File: config.mk
export PLATFORM = sky130hd
export DESIGN_NAME = neg_result_collector
export DESIGN_NICKNAME = d
export VERILOG_FILES = /design/src/rtl/neg_pkg.sv /design/src/rtl/neg_fifo.sv /design/src/rtl/neg_result_collector.sv
export SDC_FILE = /design/constraint.sdc
export NUM_CORES = 1
export LEC_CHECK = 0
export CORE_ASPECT_RATIO = 0.9
export CORE_MARGIN = 1.5
export CORE_UTILIZATION = 57
export CTS_CLUSTER_DIAMETER = 150
export CTS_CLUSTER_SIZE = 16
export DETAILED_ROUTE_END_ITERATION = 8
export PLACE_DENSITY = 0.95
export SLEW_MARGIN = 10
export SYNTH_ARGS = -nofsm -noshare
export SYNTH_HDL_FRONTEND = slang
export SYNTH_HIERARCHICAL = 1
export SYNTH_SLANG_ARGS = --single-unit
export TNS_END_PERCENT = 50
File: constraint.sdc
create_clock -name clk -period 4.5 [get_ports clk]
set_input_delay 0.9 -clock clk [delete_from_list [all_inputs] [get_ports clk]]
set_output_delay 0.9 -clock clk [all_outputs]
set_load 0.005 [all_outputs]
File: src/rtl/neg_pkg.sv
// neg_pkg: shared constants for the negation-result collector.
//   DEF_WIDTH / DEF_DEPTH / DEF_ACC_W : default operand width, FIFO depth and
//                                       accumulator width.
//   ERR_CNT_W                         : width of the saturating error counter.
//   min_neg(w)                        : the non-negatable minimum value of a
//                                       w-bit two's complement word (MSB only).
package neg_pkg;

  localparam int DEF_WIDTH = 8;
  localparam int DEF_DEPTH = 4;
  localparam int DEF_ACC_W = 16;
  localparam int ERR_CNT_W = 8;

  // Only the MSB set: 0x80 at w = 8. Negating it yields itself.
  function automatic logic [63:0] min_neg(input int w);
    return 64'(1) << (w - 1);
  endfunction

endpackage

File: src/rtl/neg_fifo.sv
// neg_fifo: DEPTH-entry show-ahead FIFO with a separately tracked occupancy.
// Ports:
//   clk, rst_n        : clock, asynchronous active-low reset
//   clr               : synchronous flush; wins over push and pop
//   push, wdata       : write strobe and data (caller guarantees !full)
//   pop               : read strobe (caller guarantees !empty)
//   rdata             : head entry (valid only when !empty)
//   count             : occupancy 0..DEPTH
//   full, empty       : count == DEPTH / count == 0
module neg_fifo
  import neg_pkg::*;
#(
  parameter int WIDTH = DEF_WIDTH,
  parameter int DEPTH = DEF_DEPTH
) (
  input  logic                     clk,
  input  logic                     rst_n,
  input  logic                     clr,
  input  logic                     push,
  input  logic [WIDTH-1:0]         wdata,
  input  logic                     pop,
  output logic [WIDTH-1:0]         rdata,
  output logic [$clog2(DEPTH):0]   count,
  output logic                     full,
  output logic                     empty
);

  localparam int PW = $clog2(DEPTH);
  localparam int CW = PW + 1;

  logic [WIDTH-1:0] mem_q [DEPTH];
  logic [WIDTH-1:0] mem_d [DEPTH];
  logic [PW-1:0]    wr_ptr_q, wr_ptr_d;
  logic [PW-1:0]    rd_ptr_q, rd_ptr_d;
  logic [CW-1:0]    count_q, count_d;

  always_comb begin
    mem_d    = mem_q;
    wr_ptr_d = wr_ptr_q;
    rd_ptr_d = rd_ptr_q;
    count_d  = count_q;
    if (clr) begin
      wr_ptr_d = '0;
      rd_ptr_d = '0;
      count_d  = '0;
    end else begin
      if (push) begin
        mem_d[wr_ptr_q] = wdata;
        // DEPTH is a power of two, so the natural wrap is modulo DEPTH.
        wr_ptr_d = wr_ptr_q + 1'b1;
      end
      if (pop) begin
        rd_ptr_d = rd_ptr_q + 1'b1;
      end
      count_d = count_q + CW'(push) - CW'(pop);
    end
  end

  // Storage is reset too so the show-ahead output is never X.
  always_ff @(posedge clk or negedge rst_n) begin
    if (!rst_n) begin
      for (int i = 0; i < DEPTH; i++) mem_q[i] <= '0;
      wr_ptr_q <= '0;
      rd_ptr_q <= '0;
      count_q  <= '0;
    end else begin
      mem_q    <= mem_d;
      wr_ptr_q <= wr_ptr_d;
      rd_ptr_q <= rd_ptr_d;
      count_q  <= count_d;
    end
  end

  assign rdata = mem_q[rd_ptr_q];
  assign count = count_q;
  assign full  = (count_q == CW'(DEPTH));
  assign empty = (count_q == '0);

endmodule

File: src/rtl/neg_result_collector.sv
// neg_result_collector: consumes {ans1, ans2} pairs from the negation stage,
// queues ans1 for the next stage, keeps a signed running sum of ans1 and
// counts pairs whose ans2 is nonzero (a correct negator always gives 0).
// Optional feature macro: NEG_COLLECT_OVF_EN (counts pushes of the
// non-negatable minimum value on ovf_cnt; tied to 0 when undefined).
// Ports:
//   clk, reset           : clock, asynchronous active-low reset
//   clr                  : synchronous clear of FIFO, sum and error state
//   in_valid/in_ready    : upstream handshake; in_ans1, in_ans2 payload
//   out_valid/out_ready  : downstream handshake; out_data = head entry
//   count                : FIFO occupancy
//   acc                  : running sum of sign-extended ans1 (wraps)
//   err_cnt, err_flag    : saturating error count, sticky error flag
//   ovf_cnt              : saturating count of minimum-value pushes
//
// Handshake: a transfer happens on a rising edge where valid && ready were
// both high during the preceding cycle; valid does not depend on ready, and
// the sender holds valid and payload stable until the transfer.
module neg_result_collector
  import neg_pkg::*;
#(
  parameter int WIDTH = DEF_WIDTH,
  parameter int DEPTH = DEF_DEPTH,
  parameter int ACC_W = DEF_ACC_W
) (
  input  logic                   clk,
  input  logic                   reset,
  input  logic                   clr,
  input  logic                   in_valid,
  output logic                   in_ready,
  input  logic [WIDTH-1:0]       in_ans1,
  input  logic [WIDTH-1:0]       in_ans2,
  output logic                   out_valid,
  input  logic                   out_ready,
  output logic [WIDTH-1:0]       out_data,
  output logic [$clog2(DEPTH):0] count,
  output logic [ACC_W-1:0]       acc,
  output logic [ERR_CNT_W-1:0]   err_cnt,
  output logic                   err_flag,
  output logic [ERR_CNT_W-1:0]   ovf_cnt
);

  logic full, empty, push, pop;

  // reset gates in_ready so nothing is offered as acceptable while held low.
  assign in_ready  = reset && !full && !clr;
  assign out_valid = !empty;
  assign push      = in_valid && in_ready;
  // A pop coinciding with clr is not a transfer.
  assign pop       = out_valid && out_ready && !clr;

  neg_fifo #(
    .WIDTH (WIDTH),
    .DEPTH (DEPTH)
  ) u_fifo (
    .clk   (clk),
    .rst_n (reset),
    .clr   (clr),
    .push  (push),
    .wdata (in_ans1),
    .pop   (pop),
    .rdata (out_data),
    .count (count),
    .full  (full),
    .empty (empty)
  );

  logic [ACC_W-1:0]     acc_q, acc_d;
  logic [ERR_CNT_W-1:0] err_cnt_q, err_cnt_d;
  logic                 err_flag_q, err_flag_d;

  always_comb begin
    acc_d      = acc_q;
    err_cnt_d  = err_cnt_q;
    err_flag_d = err_flag_q;
    if (clr) begin
      acc_d      = '0;
      err_cnt_d  = '0;
      err_flag_d = 1'b0;
    end else if (push) begin
      acc_d = acc_q + {{(ACC_W-WIDTH){in_ans1[WIDTH-1]}}, in_ans1};
      if (in_ans2 != '0) begin
        err_flag_d = 1'b1;
        if (err_cnt_q != '1) err_cnt_d = err_cnt_q + 1'b1;
      end
    end
  end

  always_ff @(posedge clk or negedge reset) begin
    if (!reset) begin
      acc_q      <= '0;
      err_cnt_q  <= '0;
      err_flag_q <= 1'b0;
    end else begin
      acc_q      <= acc_d;
      err_cnt_q  <= err_cnt_d;
      err_flag_q <= err_flag_d;
    end
  end

  assign acc      = acc_q;
  assign err_cnt  = err_cnt_q;
  assign err_flag = err_flag_q;

`ifdef NEG_COLLECT_OVF_EN
  localparam logic [WIDTH-1:0] MIN_NEG_W = WIDTH'(min_neg(WIDTH));

  logic [ERR_CNT_W-1:0] ovf_cnt_q, ovf_cnt_d;

  always_comb begin
    ovf_cnt_d = ovf_cnt_q;
    if (clr) begin
      ovf_cnt_d = '0;
    end else if (push && (in_ans1 == MIN_NEG_W) && (ovf_cnt_q != '1)) begin
      ovf_cnt_d = ovf_cnt_q + 1'b1;
    end
  end

  always_ff @(posedge clk or negedge reset) begin
    if (!reset) ovf_cnt_q <= '0;
    else        ovf_cnt_q <= ovf_cnt_d;
  end

  assign ovf_cnt = ovf_cnt_q;
`else
  assign ovf_cnt = '0;
`endif

endmodule

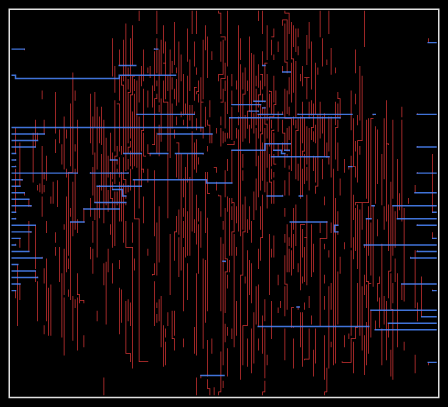
*Signal wires by layer*
Two of the layers only.
colour	layer	wire length
blue	met3	498 um
red	met2	4280 um
routed length per instance: 17.6 um
total wirelength of the detailed-routed design: 8.68 mm
overall routing resource usage: 26.4%
vias post-DR: 2899

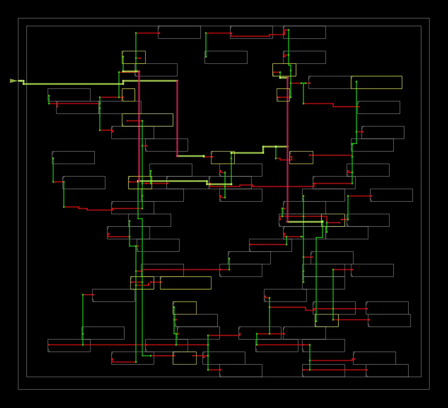
*The clock network*
skew final: 0.00665 ns
clock insertion delay at the later pin of the skew report: 0.35 ns
Num CTS Buffers: 9

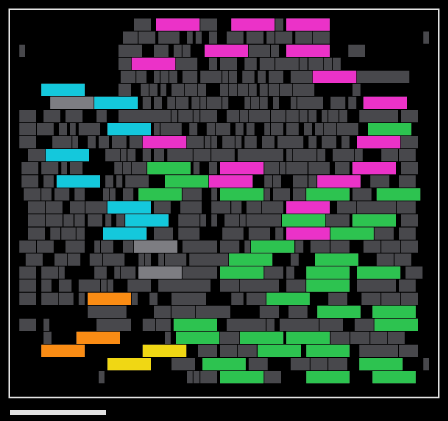
*Sequential cells coloured by netlist name*
The bar under the picture is 20 um long. Other sequential cells in the stronger grey, the rest of the logic in the fainter grey.
colour	netlist name	flops
magenta	`acc`	16
green	`u_fifo/mem_q`	32
yellow	`u_fifo/rd_ptr_q`	2
cyan	`err_cnt`	8
orange	`u_fifo/count`	3
utilization after layout: 71.9%
FF/Latch Area: 1600 um2
share of cell area taken by flip-flops and latches: 34.2%

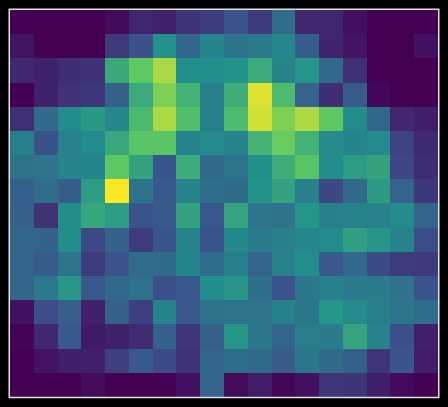
*Signal metal coverage by tile*
18 x 16 tiles, from dark purple (low) to yellow (high), scaled to the fullest tile. Values are wire area over tile area, all layers added.
densest ninth of the die	north
nearly empty tiles	9.7%
mean over tiles	0.19
tiles over half the peak	18%

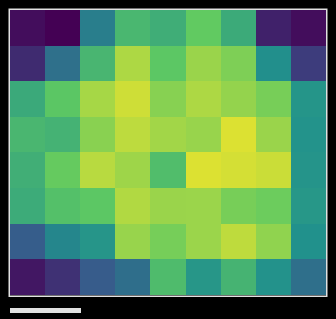
*Placement density heat map*
The bar under the picture is 20 um long. 9 x 8 tiles, from dark purple (low) to yellow (high), 0 to 100% covered.
fullest tile	95%
tiles over 75% full	44%
mean over tiles	64%
densest ninth of the die	centre
nearly empty tiles	1.4%
Core ar.: 6520 um2
starting density of the core: 58.5%

==> run_results.csv <==
group,metric,value,unit
logic_synthesis,synthAdderAreaFrac,8.27,%
sta,setup-tns-final,0,ns
hold_path,holdPathStages,1,
logic_synthesis,post_synthesis_mux_area_share,15.1,%
critical_path,timing.rr.start,"acc[0]$_DFFE_PN0P_",
global_routing,globalRouteMet1Util,32.3,%
clock_tree,h_tree_levels,3,
hold_path,hold_path_end,"acc[15]$_DFFE_PN0P_",
finish,n_clock_buffer,10,
power,p_comb_share,31.9,%
hold_path,classification_of_the_worst_slack_hold_path,"reg2reg",
finish,non_clock_inverter_count,17,
drt,drt_iter0_markers,123,
clock_tree,cts.sink_count,64,
hold_path,origin_of_the_worst_min_delay_path,"acc[15]$_DFFE_PN0P_",
critical_path,critical_path.n_buffers_inverters,3,
global_routing,first_global_vias,3014,
critical_path,r2r_cells,9,
logic_synthesis,synthDominantAreaCellType,"dfrtp_1",
power,power.group.top,"registers",
power,clk-power,604,uW
power,vdd_drop_max,265,uV
floorplanning,fp.dieH,80.6,um
finish,nNetsFinal,443,
sta,maxClockFrequency,291,MHz
sta,report.final.setup_viol,0,
finish,layout.cells.most_common_list,"dfrtp_1 (64), clkdlybuf4s50_1 (57), mux2_2 (32), ha_1 (22), o21ai_0 (21)",
floorplanning,tapcell.inserted,90,
floorplanning,num_rows,28,
power,seqPwrFrac,37.7,%
critical_path,crit_path_top_delay_cell,"clkdlybuf4s50_1",
power,p_switching,567,uW
finish,combAreaFraction,43.8,%
logic_synthesis,xor_area_share,3.81,%
logic_synthesis,top_cell_area_share,42.0,%
sta,period_needed,3.44,ns
clock_tree,cts_tree,"done",
drt,route.detailed.vias_per_inst,5.89,
critical_path,critical_path_peak_fanout,12,
finish,layout_top_cell,"dfrtp_1",
global_routing,pin_count_of_the_biggest_net_entering_global_routing,65,
logic_synthesis,yosys-top-cells-area,"dfrtp_1 (42%), mux2_2 (9.5%), ha_1 (7.2%), mux4_2 (4.7%), o21ai_0 (2.8%)",
finish,design_area,4680,um2
sta,timing.final.crit_share,76.4,%
placed_design,place_worst_setup_slack,1.00,ns
clock_tree,path_clk_slew,0.07,ns
critical_path,worstReg2RegEnd,"acc[14]$_DFFE_PN0P_",
logic_synthesis,basic_gate_share_of_the_synthesized_area_counting_and_or_nand_and_nor_cells,13.2,%
placed_design,dpl-instance-area,4440,um2
drt,wl_met1,3.72,mm
logic_synthesis,edf_count,0,
power,static-leakage-power,0.00220,uW
critical_path,cpMostUsedCell,"clkdlybuf4s50_1",
global_routing,grt_use_met2,44.3,%
finish,antenna-diode-count,0,
status,status,"completed",
global_routing,antenna_found_initial,0,
sta,setup_ws,1.06,ns
finish,largest_cell_class,"multi-input combinational cells",
finish,nFlopsAndLatches,64,
finish,area_growth_syn_to_layout,22.9,%
critical_path,criticalPathCategory,"in2out",
placed_design,placement.io_buffers,58,
finish,max_flop_register,"u_fifo/mem_q",
finish,largest_register_ffs,32,
logic_synthesis,yosysSeqAreaShare,42.0,%
power,powerDensity,424,nW/um2
critical_path,critPathCaptureType,"output pin",
sta,fin_worst_hold_slack,0.506,ns
finish,layout-drive-gt1-share,18.7,%
critical_path,crit_start,"clr",
logic_synthesis,ys_chip_area,3810,um2
critical_path,worstSetupPathDepth,4,
drt,drtAntennaViolNets,0,
critical_path,startpoint_type,"input port",
logic_synthesis,post_synth.cell_area_avg,11.3,um2
drt,detail_route.first_pass.iterations,4,
finish,instances_no_fill,492,
critical_path,worstPathArrival,2.54,ns
critical_path,r2r_setup_slack,2.07,ns
power,pwr.group.combinational,635,uW
logic_synthesis,ys_dominant_reg_cell,"dfrtp_1",
critical_path,crit_chain,"clkdlybuf4s50_1 -> buf_4 -> nor3b_1 -> clkdlybuf4s50_1",
finish,nFillCells,463,
finish,multiInputCombCellCount,243,
logic_synthesis,ys_async_sr_fraction,100,%
global_routing,global_route.usage.met3,5.55,%
logic_synthesis,compound_area_share,12.6,%
Power and IR drop assume default switching activity.
